Figure 1. Cell outlines without signal wires.
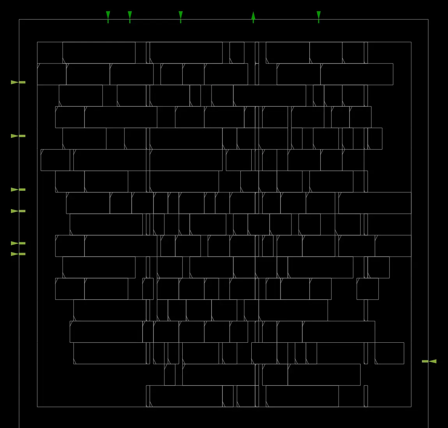
Figure 2. Met2 routing.
Scale: 10 px per um.
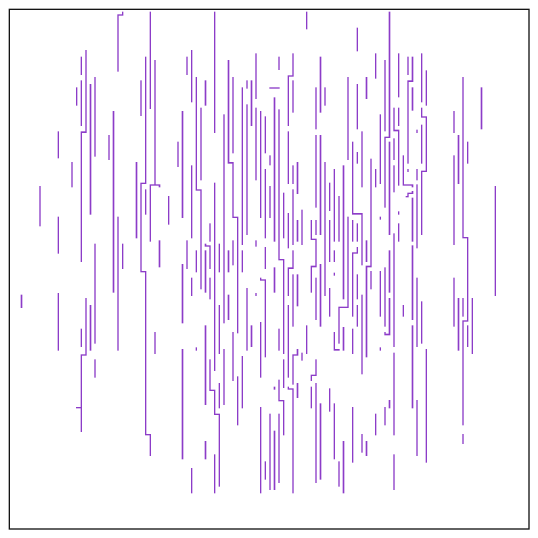
Figure 3. Port wiring.
Scale: 10 px per um.
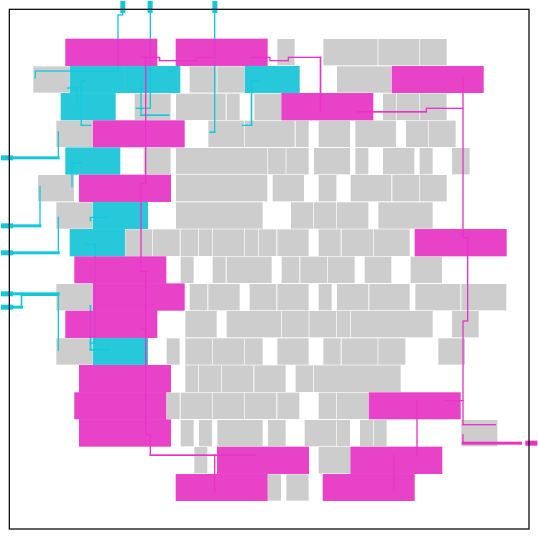
==> config.mk <==
export PLATFORM = sky130hd
export DESIGN_NAME = clk_div
export DESIGN_NICKNAME = d
export VERILOG_FILES = /design/src/rtl/clk_div_pkg.sv /design/src/rtl/clk_div_clk_mux.sv /design/src/rtl/clk_div.sv
export SDC_FILE = /design/constraint.sdc
export NUM_CORES = 1
export LEC_CHECK = 0
export CAP_MARGIN = 15
export CORE_MARGIN = 2
export CORE_UTILIZATION = 56
export DETAILED_ROUTE_END_ITERATION = 7
export PLACE_DENSITY = 0.78
export SETUP_SLACK_MARGIN = 0.4
export SLEW_MARGIN = 30
export SYNTH_ARGS = -nofsm -noshare
export SYNTH_HDL_FRONTEND = slang
export SYNTH_SLANG_ARGS = --single-unit
==> constraint.sdc <==
create_clock -name CLK -period 3.5 [get_ports CLK]
set_clock_uncertainty 0.05 [all_clocks]
set_input_delay 0.875 -clock CLK [delete_from_list [all_inputs] [get_ports CLK]]
set_output_delay 0.875 -clock CLK [all_outputs]
set_load 0.05 [all_outputs]
==> run summary <==
The following summarizes the physical implementation.

Global route
The largest net degree at the start of global routing is 19. The number of antenna violations at the first check in global routing came to 0. The number of global-route vias before repair came to a little under 1,000.

CTS
Clock latency on the worst-skew pair, taken at its later pin, is around 0.41 ns. TritonCTS built the clock tree. The clock transition at the registers of the reported paths is roughly 0.10 ns.

Logic synthesis
Counting flops with a built-in enable in the synthesized netlist gives 0. After synthesis, the cell types taking the most area are sky130_fd_sc_hd__dfrtp_1, sky130_fd_sc_hd__mux2_4, sky130_fd_sc_hd__xnor2_1, sky130_fd_sc_hd__xor2_1, sky130_fd_sc_hd__ha_1. The synthesized netlist occupies a cell area of roughly 0.0013 mm^2. The Yosys step of the flow raised 0 warnings. After synthesis, the largest family of logic cells by area is simple AND/OR/NAND/NOR gates. Sorting the synthesis cell report by count puts at the top sky130_fd_sc_hd__dfrtp_1.

Sorting the Yosys area breakdown by cell type puts at the top sky130_fd_sc_hd__dfrtp_1. The top cell type's share of synthesized area is 35.2%. The yosys stat chip area is 0.00128 mm^2. Averaged over all synthesized cells, the footprint is 10.6 um^2.

The net count after synthesis is between 100 and 150. Yosys stat counts 121 cells in the synthesized netlist. For reference, the mux area share after synthesis is about an eighth. The dominant register cell in the synthesized netlist is sky130_fd_sc_hd__dfrtp_1. For reference, XOR and XNOR gates occupy 16.6% of the area reported after synthesis.

Critical path
The library cell appearing most often on the critical path is sky130_fd_sc_hd__buf_8. The slowest cell on the critical path is sky130_fd_sc_hd__mux2_4. According to the timing report, the data required time at the worst endpoint equals approximately 2.6 ns. The worst setup path is captured at a primary output. The number of cells on the worst reg-to-reg path is 11. The kind of critical path is clk2out.

Finish
The layout summary lists the proportion of cells stronger than drive strength 1 as 26.6%. After the last flow step, the layout net total stands at 159. The post-synthesis to final-layout area growth is 23.2%. Counting only logic cells after layout, the most numerous master is sky130_fd_sc_hd__dfrtp_1.

Flow run
The number of maximum-capacitance violations is 0.

Pwr
IR analysis of the VDD net gives a maximum drop of 0.298 mV. The leakage power is 0.704 nW.

Floorplanning
The die covers 0.00269 mm^2.

Timing
In the final report, the number of endpoints failing setup comes to 0. Looking at the max-slew report, the worst-margin pin has a slew of approximately 0.8 ns. The count of pins over their slew limit is 0.

Run status
The run finished with clean final reports.

Place
Summed over all nets, the half-perimeter wirelength after detailed placement is between 1500 and 2000 um.

Detailed routing
The starting DRC count in detailed routing is 13. The first detailed-routing pass ran for 4 iterations.
Notes on Figure 1 above:
sequential fraction of total cell area: 28.5%
Cell Count, Final, Fillers Out: 171
filler cell count: 164
tap cells: 28
flip-flops: 18

Notes on Figure 2 above:
The layer carries 1,290 um of wire. The longest straight run is 20.7 um. The wires run mostly vertical. The layer holds 48% of the routed length.
DR vias: 1,030
met2 Track Usage GR: 36.9%
final routed wirelength across all metal layers: 2670 um

Notes on Figure 3 above:
Key: magenta = RST [bits 1, direction input, end cells 18, buffers 1, wire 144 um]; cyan = i_div_ratio [bits 8, direction input, end cells 8, buffers 8, wire 119 um]
number of top-level pins: 12
Port Buffers: 11

[routing by layer]
| layer | share of wire (%) | routed length (um) | GRT usage, % | vias up |
|---|---|---|---|---|
| met5 | 0 | 0 | 0 | - |
| met4 | 3.3 | 87 | 10.5 | 0 |
| met3 | 5.7 | 151 | 7.76 | 15 |
| met2 | 48 | 1290 | 36.9 | 37 |
| met1 | 43 | 1140 | 28.5 | 503 |
| li1 | - | - | - | 475 |
[where the power goes]
part / internal, mW / switching [mW]
registers: 0.224 / 0.0320
clock network: 0.153 / 0.113
logic: 0.132 / 0.109
[logic make-up after synthesis]
family | count (synthesis)
fa+ha+maj | 4
xor+xnor | 21
mux | 12
buf+inv | 8
compound gates | 15
flops | 18
simple gates | 43
[what timing repair did]
action | in CTS | in global routing
buffers inserted | 5 | 1
pin swaps | 5 | 1
endpoints found under the setup margin | 9 | 17
gates resized | 14 | 5
[metrics by stage]
stage | worst slack, ns | hold WS, ns | TNS (ns) | utilization, % | area, um^2
after global routing | 0.218 | 0.501 | 0 | 72.1 | 1580
final | 0.224 | 0.479 | 0 | 72.1 | 1580
after detailed placement | -0.104 | 0.464 | -0.104 | 64.8 | 1420
after global placement | -0.104 | 0.460 | -0.104 | 64.8 | 1420
after CTS | 0.183 | 0.478 | 0 | 71.3 | 1560
after floorplan | 0.413 | 0.435 | 0 | - | 1290
[layout make-up]
cell class / count / area [um^2] / share of cell area, %
tap: 28 / 35.0 / 2.22
clock buffer: 8 / 85.1 / 5.39
multi-input combinational: 95 / 822 / 52.1
sequential: 18 / 450 / 28.5
inverter: 2 / 7.51 / 0.475
timing repair buffer: 20 / 179 / 11.3
[worst max-delay path: cells and delay by family]
kind	cells	cell delay (ns)
buf+inv	3	0.34
mux	1	0.26
Power is estimated from default activity; no workload was simulated.
